--- config.mk ---
export PLATFORM = sky130hd
export DESIGN_NAME = commit_free_list_flat
export DESIGN_NICKNAME = d
export VERILOG_FILES = /design/src/rtl/dut_parameters_pkg.sv /design/src/rtl/dut_structs_pkg.sv /design/src/rtl/commit_free_list_if.sv /design/src/rtl/commit_free_list.sv /design/src/flat_wrapper.sv
export SDC_FILE = /design/constraint.sdc
export NUM_CORES = 1
export LEC_CHECK = 0
export CORE_MARGIN = 4
export CORE_UTILIZATION = 24
export DETAILED_ROUTE_END_ITERATION = 10
export GPL_TIMING_DRIVEN = 1
export PLACE_DENSITY = 0.41
export SETUP_SLACK_MARGIN = 0.05
export SLEW_MARGIN = 10
export SYNTH_ARGS = -nofsm -noshare
export SYNTH_HDL_FRONTEND = slang
export SYNTH_SLANG_ARGS = --single-unit
--- constraint.sdc ---
create_clock -name clk -period 7.6 [get_ports clk]
set_clock_uncertainty 0.15 [all_clocks]
set_input_delay 1.52 -clock clk [delete_from_list [all_inputs] [get_ports clk]]
set_output_delay 1.52 -clock clk [all_outputs]
set_load 0.005 [all_outputs]
--- src/rtl/dut_parameters_pkg.sv ---
// Free-list sizing constants and the physical-register index type.
package dut_parameters_pkg;
  localparam int P_REGS = 64;
  localparam int L_REGS = 32;
  localparam int PREG_W = $clog2(P_REGS);

  typedef logic [PREG_W-1:0] preg_t;
  typedef logic [PREG_W:0]   cnt_t;
endpackage

--- src/rtl/dut_structs_pkg.sv ---
// Commit-slot packet carried from the ROB to the architectural register file.
package dut_structs_pkg;
  import dut_parameters_pkg::*;

  typedef struct packed {
    logic       valid_commit;
    logic       valid_write;
    logic [4:0] ldst;
    preg_t      pdst;
    preg_t      ppdst;
    logic       flushed;
  } writeback_toARF;
endpackage

--- src/rtl/commit_free_list_if.sv ---
// Commit/allocate bundle between ROB, rename and the free list; slave is the free-list side.
interface commit_free_list_if;
  import dut_parameters_pkg::*;
  import dut_structs_pkg::*;

  writeback_toARF commit_1_i;
  writeback_toARF commit_2_i;
  logic           alloc_req_1_i;
  logic           alloc_req_2_i;
  preg_t          alloc_preg_1_o;
  preg_t          alloc_preg_2_o;
  logic           one_free_o;
  logic           two_free_o;
  cnt_t           free_count_o;
  logic           overflow_o;
  logic           dup_err_o;

  modport slave (
    input  commit_1_i, commit_2_i, alloc_req_1_i, alloc_req_2_i,
    output alloc_preg_1_o, alloc_preg_2_o, one_free_o, two_free_o,
           free_count_o, overflow_o, dup_err_o
  );

  modport master (
    output commit_1_i, commit_2_i, alloc_req_1_i, alloc_req_2_i,
    input  alloc_preg_1_o, alloc_preg_2_o, one_free_o, two_free_o,
           free_count_o, overflow_o, dup_err_o
  );
endinterface

--- src/rtl/commit_free_list.sv ---
// Circular physical-register free list: 2 grants/cycle (0-cycle offer), 2 releases/cycle (usable next cycle).
// Over-count allocations are ignored, excess releases dropped (sticky overflow); FREELIST_DUP_CHECK_EN adds duplicate filtering.
module commit_free_list
  import dut_parameters_pkg::*;
  import dut_structs_pkg::*;
(
  input logic              clk,
  input logic              rst_n,
  commit_free_list_if.slave fl
);

  preg_t entry_q [P_REGS];
  preg_t head_q, head_d, tail_q, tail_d, wr_idx_2;
  cnt_t  count_q, count_d, base;
  logic  overflow_q, overflow_d;
  logic  [1:0] n_req, n_alloc;
  logic  alloc_ok;
  logic  rel_en_1, rel_en_2, cand_1, cand_2, acc_1, acc_2, dup_1, dup_2;
  preg_t rel_p_1, rel_p_2;

  always_comb begin
    n_req    = {1'b0, fl.alloc_req_1_i} + {1'b0, fl.alloc_req_2_i};
    alloc_ok = cnt_t'(n_req) <= count_q;
    n_alloc  = alloc_ok ? n_req : 2'd0;

    rel_en_1 = fl.commit_1_i.valid_commit && fl.commit_1_i.valid_write && (fl.commit_1_i.ldst != '0);
    rel_en_2 = fl.commit_2_i.valid_commit && fl.commit_2_i.valid_write && (fl.commit_2_i.ldst != '0);
    rel_p_1  = fl.commit_1_i.flushed ? fl.commit_1_i.pdst : fl.commit_1_i.ppdst;
    rel_p_2  = fl.commit_2_i.flushed ? fl.commit_2_i.pdst : fl.commit_2_i.ppdst;

    cand_1 = rel_en_1 && !dup_1;
    cand_2 = rel_en_2 && !dup_2;
    // Room is judged after this cycle's grants leave, so a full list can absorb releases as it drains.
    base   = count_q - cnt_t'(n_alloc);
    acc_1  = cand_1 && (base < cnt_t'(P_REGS));
    acc_2  = cand_2 && ((base + cnt_t'(acc_1)) < cnt_t'(P_REGS));

    overflow_d = overflow_q || (cand_1 && !acc_1) || (cand_2 && !acc_2);
    head_d     = head_q + preg_t'(n_alloc);
    wr_idx_2   = tail_q + preg_t'(acc_1);
    tail_d     = wr_idx_2 + preg_t'(acc_2);
    count_d    = base + cnt_t'(acc_1) + cnt_t'(acc_2);
  end

  assign fl.alloc_preg_1_o = entry_q[head_q];
  assign fl.alloc_preg_2_o = entry_q[head_q + preg_t'(fl.alloc_req_1_i)];
  assign fl.one_free_o     = count_q != '0;
  assign fl.two_free_o     = count_q >= cnt_t'(2);
  assign fl.free_count_o   = count_q;
  assign fl.overflow_o     = overflow_q;

`ifdef FREELIST_DUP_CHECK_EN
  logic [P_REGS-1:0] is_free_q, is_free_d;
  logic              dup_err_q, dup_err_d;

  always_comb begin
    dup_1     = rel_en_1 && is_free_q[rel_p_1];
    dup_2     = rel_en_2 && (is_free_q[rel_p_2] || (rel_en_1 && (rel_p_2 == rel_p_1)));
    dup_err_d = dup_err_q || dup_1 || dup_2;
    is_free_d = is_free_q;
    if (alloc_ok && fl.alloc_req_1_i) is_free_d[fl.alloc_preg_1_o] = 1'b0;
    if (alloc_ok && fl.alloc_req_2_i) is_free_d[fl.alloc_preg_2_o] = 1'b0;
    if (acc_1) is_free_d[rel_p_1] = 1'b1;
    if (acc_2) is_free_d[rel_p_2] = 1'b1;
  end

  always_ff @(posedge clk) begin
    if (!rst_n) begin
      is_free_q <= {{(P_REGS-L_REGS){1'b1}}, {L_REGS{1'b0}}};
      dup_err_q <= 1'b0;
    end else begin
      is_free_q <= is_free_d;
      dup_err_q <= dup_err_d;
    end
  end

  assign fl.dup_err_o = dup_err_q;
`else
  assign dup_1        = 1'b0;
  assign dup_2        = 1'b0;
  assign fl.dup_err_o = 1'b0;
`endif

  always_ff @(posedge clk) begin
    if (!rst_n) begin
      for (int i = 0; i < P_REGS; i++) begin
        entry_q[i] <= (i < P_REGS - L_REGS) ? preg_t'(L_REGS + i) : '0;
      end
      head_q     <= '0;
      tail_q     <= preg_t'(P_REGS - L_REGS);
      count_q    <= cnt_t'(P_REGS - L_REGS);
      overflow_q <= 1'b0;
    end else begin
      if (acc_1) entry_q[tail_q]   <= rel_p_1;
      if (acc_2) entry_q[wr_idx_2] <= rel_p_2;
      head_q     <= head_d;
      tail_q     <= tail_d;
      count_q    <= count_d;
      overflow_q <= overflow_d;
    end
  end

endmodule

--- src/flat_wrapper.sv ---
// flat-port wrapper written by rule: the top's interface ports become plain ports
module commit_free_list_flat import dut_parameters_pkg::*; import dut_structs_pkg::*;
  (clk, rst_n, fl_commit_1_i, fl_commit_2_i, fl_alloc_req_1_i, fl_alloc_req_2_i, fl_alloc_preg_1_o, fl_alloc_preg_2_o, fl_one_free_o, fl_two_free_o, fl_free_count_o, fl_overflow_o, fl_dup_err_o);
  commit_free_list_if fl_i ();
  input logic clk;
  input logic rst_n;
  input wire logic [$bits(fl_i.commit_1_i)-1:0] fl_commit_1_i;
  input wire logic [$bits(fl_i.commit_2_i)-1:0] fl_commit_2_i;
  input wire logic [$bits(fl_i.alloc_req_1_i)-1:0] fl_alloc_req_1_i;
  input wire logic [$bits(fl_i.alloc_req_2_i)-1:0] fl_alloc_req_2_i;
  output wire logic [$bits(fl_i.alloc_preg_1_o)-1:0] fl_alloc_preg_1_o;
  output wire logic [$bits(fl_i.alloc_preg_2_o)-1:0] fl_alloc_preg_2_o;
  output wire logic [$bits(fl_i.one_free_o)-1:0] fl_one_free_o;
  output wire logic [$bits(fl_i.two_free_o)-1:0] fl_two_free_o;
  output wire logic [$bits(fl_i.free_count_o)-1:0] fl_free_count_o;
  output wire logic [$bits(fl_i.overflow_o)-1:0] fl_overflow_o;
  output wire logic [$bits(fl_i.dup_err_o)-1:0] fl_dup_err_o;
  assign fl_i.commit_1_i = fl_commit_1_i;
  assign fl_i.commit_2_i = fl_commit_2_i;
  assign fl_i.alloc_req_1_i = fl_alloc_req_1_i;
  assign fl_i.alloc_req_2_i = fl_alloc_req_2_i;
  assign fl_alloc_preg_1_o = fl_i.alloc_preg_1_o;
  assign fl_alloc_preg_2_o = fl_i.alloc_preg_2_o;
  assign fl_one_free_o = fl_i.one_free_o;
  assign fl_two_free_o = fl_i.two_free_o;
  assign fl_free_count_o = fl_i.free_count_o;
  assign fl_overflow_o = fl_i.overflow_o;
  assign fl_dup_err_o = fl_i.dup_err_o;
  commit_free_list u_core (.clk(clk), .rst_n(rst_n), .fl(fl_i));
endmodule
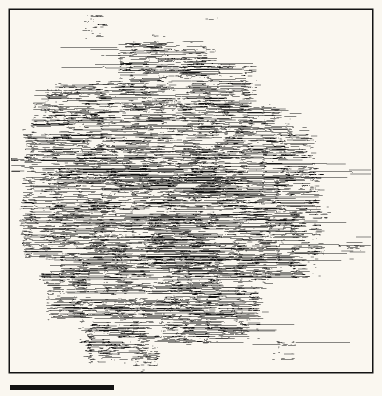
Figure 1: the metal 1 layer.
Scale bar: 100 um.
main direction: horizontal
share of all routed wire: 43%
nets with wire on the layer: 2,394
longest straight run: 98.0 um
wire length on this layer: 49.5 mm

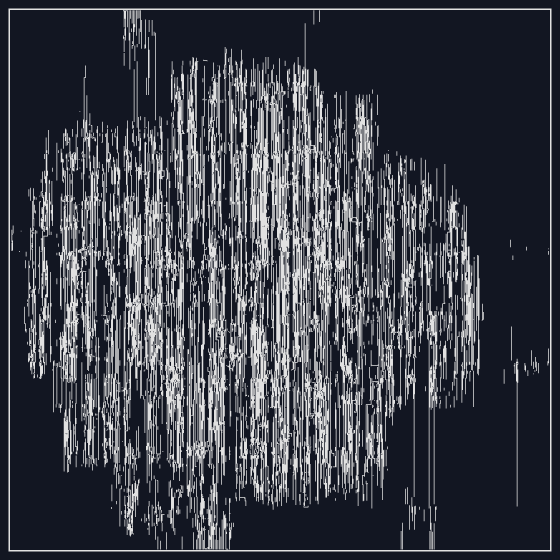
Figure 2: M2 wires.
wire length on this layer: 54.2 mm
nets with wire on the layer: 2,114

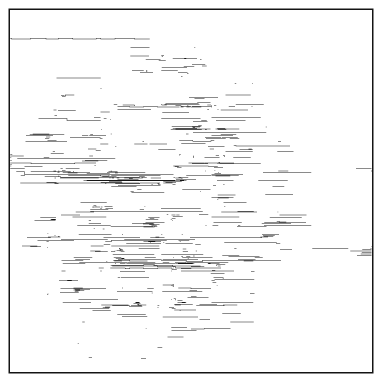
Figure 3: the metal 3 layer.
share of all routed wire: 6.6%
longest straight run: 143 um
main direction: horizontal
wire length on this layer: 7,650 um
nets with wire on the layer: 282

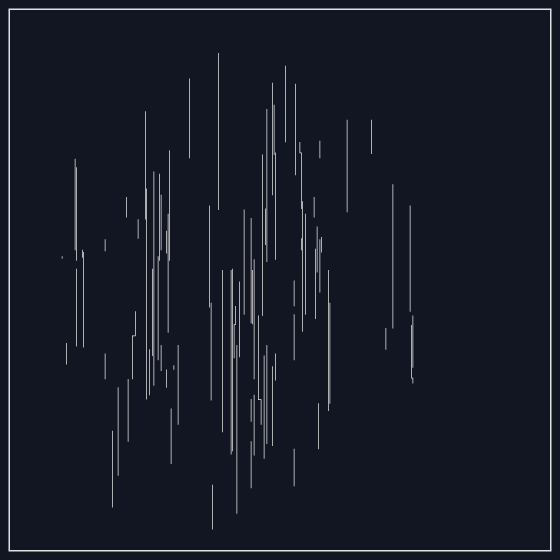
Figure 4: the metal 4 layer.
nets with wire on the layer: 59
wire length on this layer: 4,210 um
main direction: vertical

==> deck_impl_summary.md <==
Physical Implementation Snapshot

Status
  • Status: finished, final reports clean

CTS
  • Sink Count: 404
  • Post-CTS setup buffer count: 0
  • Clk root buf: clkbuf_16
  • CTS clock-pin slew for the worst setup and hold paths: about 60 ps
  • CTS Buf Count: 51
  • Hold_buf cts: 0
  • Max H-tree Level: 2
  • CTS Buffer Depth: 3
  • Clk_lat worst skew: 630 ps
  • TritonCTS clock tree: built

Timing
  • Worst slew pin tran: 1330 ps
  • Final hold vios: 0
  • Achievable Freq: roughly 140 MHz
  • Fin Hold WS: 375 ps
  • Max-slew headroom: 0.111
  • Max Slew Vio Count: 0
  • RSZ-0062 raised after global routing: no
  • Fin crit period: 7090 ps
  • Final setup TNS: 0 ps

Die
  • Chip area: 120,000 um2
  • Die Span Y: 347 um
  • Fp_density: 0.242
  • Core Region: between 100,000 and 150,000 um2
  • Row count: 124
  • I/O pin count: 67

Yosys
  • Synth area leader: edfxtp_1
  • Post-synth seq share: 0.432
  • Commonest flop: edfxtp_1
  • Top cell area share: 0.418
  • Top cells by count: mux2i_1, edfxtp_1, nand2_1
  • Post-Syn Nets: between 2,000 and 2,500
  • Synth Area in Adders: 0.00961
  • Ys cells: about 2,300
  • Syn Inst Count: 2,315
  • Ys flops: 404
  • AO/OA Area Share: 0.0773
  • Top logic family: multiplexers
  • XOR Share, Synth: 0.00716
  • Top-count cell post-synth: mux2i_1
  • Yosys warns: 0
  • Flip-flops with a built-in enable: 384
  • Ranking of synthesized cells by area: edfxtp_1, mux4_2, mux2i_1
  • Mapped Area: 27,600 um2
  • Mean Syn Cell Area: 11.9 um2
  • Post-synth area from yosys stat: 27,600 um2
  • Mux share: 0.318

Setup path
  • Crit-path max FO: 12
  • Crit path required time: 7700 ps
  • CP max-delay cell: a2bb2oi_2
  • Most used cell, CP: ha_1
  • Critical-path cell list: clkdlybuf4s50_1 -> ha_1 -> inv_1 -> ha_1 -> inv_1 -> a21oi_1 -> a21oi_1 -> a21oi_1 -> ha_1 -> inv_1 -> fa_1 -> or3_1 -> o21a_1 -> nor3_1 -> buf_4 -> ha_1 -> ha_1 -> a21oi_1 -> o21ai_0 -> a2bb2oi_2 -> nor2b_1 -> o211ai_2 -> o211ai_1
  • Critical Path Sink Type: register
  • Crit Path Category: in2reg
  • CP arrival: 7190 ps
  • Critical path startpoint category: input pin

Route
  • Aggregate routed wire length: around 120,000 um
  • Vias: about 21,000
  • DR WL met3: 7650 um
  • Drt via density: 5.28
  • Highest metal used: met5
  • WL/cell: 29.1 um
  • DR WL met2: 54,200 um
  • Initial DRC Count: 2,123
  • M1 WL: 49,500 um

Global route
  • Met3 usage in global routing: 0.0308
  • Vias in the first global route: 21,300
  • First-pass GRT wire length: ~160,000 um
  • GR Util met1: 0.254
  • Total gr overflow: 0
  • Initial antenna violation count: 5
  • Most Crowded Layer GR: met2
  • M2 GR Usage: 0.303
  • Largest net degree at the start of global routing: ~67

Final layout
  • Area growth, synth to finish: 19.0%
  • Share of cells above drive strength 1: 0.229
  • Layout Utilization: 0.288
  • Final net count: 2,484
  • Max reg flops: 384
  • Post-route design area: 32,800 um2

Job
  • Log Warnings: 27
  • Max-Cap Viols: 0

Place
  • DP Cell Count: 3,879
  • Dpl ws: -62.0 ps
  • DP HPWL: 82,200 um

Power
  • Pleak: 11.8 nW
  • Peak supply drop: 0.000163 V
  • PD cells: approximately 230 nW/um2
cells in the final DEF, fill, tap and decap left out, drive strengths merged, types with 15 or more instances in the layout:
cell type	n
clkbuf	61
o211ai	62
or2	15
a2111oi	18
clkdlybuf4s50	64
clkinv	21
buf	182
mux2i	400
o2111ai	22
nor2b	31
dfxtp	20
and2	18
nand2	340
nand3	38
inv	92
edfxtp	384
mux4	208
o22ai	38
nor3	43
o21ai	56
nor2	182
ha	18
final cells by class:
cell class	count	area, um2
Antenna cell	2	5.00
Clock buffer	61	1340
Clock inverter	34	409
Fill cell	11800	81300
Inverter	91	342
Multi-Input combinational cell	1626	14800
Sequential cell	404	11900
Tap cell	1512	1890
Timing Repair Buffer	246	2110
worst reg2reg max path, stage by stage, from the launching register on:
cell       delay, ps
dfxtp_1          440
inv_1            120
ha_1             330
a21oi_1          170
a21oi_1           80
a21oi_1          210
ha_1             230
inv_1             70
fa_1             400
or3_1            340
o21a_1           210
nor3_1           180
buf_4            190
ha_1             160
ha_1             260
a21oi_1           60
o21ai_0          370
a2bb2oi_2       1010
nor2b_1          290
o211ai_2         160
o211ai_1         330
final timing paths:
path                                                      startpoint                              end  slack, ps  cells after the start
worst min register to register       u_core.fl.overflow_o$_SDFF_PN0_  u_core.fl.overflow_o$_SDFF_PN0_        370                      1
worst min-delay path                 u_core.fl.overflow_o$_SDFF_PN0_  u_core.fl.overflow_o$_SDFF_PN0_        370                      1
worst max register to register  u_core.fl.free_count_o[1]$_SDFF_PN0_  u_core.entry_q[44][2]$_DFFE_PP_       1480                     20
worst max-delay path                                fl_alloc_req_1_i  u_core.entry_q[44][2]$_DFFE_PP_        510                     23
power breakdown:
group          internal, mW  switching (mW)
logic                  1.02            1.45
clock network          1.56            1.06
registers              2.52           0.103
total                  5.10            2.61
No activity file was given, so power comes from the tool's default toggle rates.
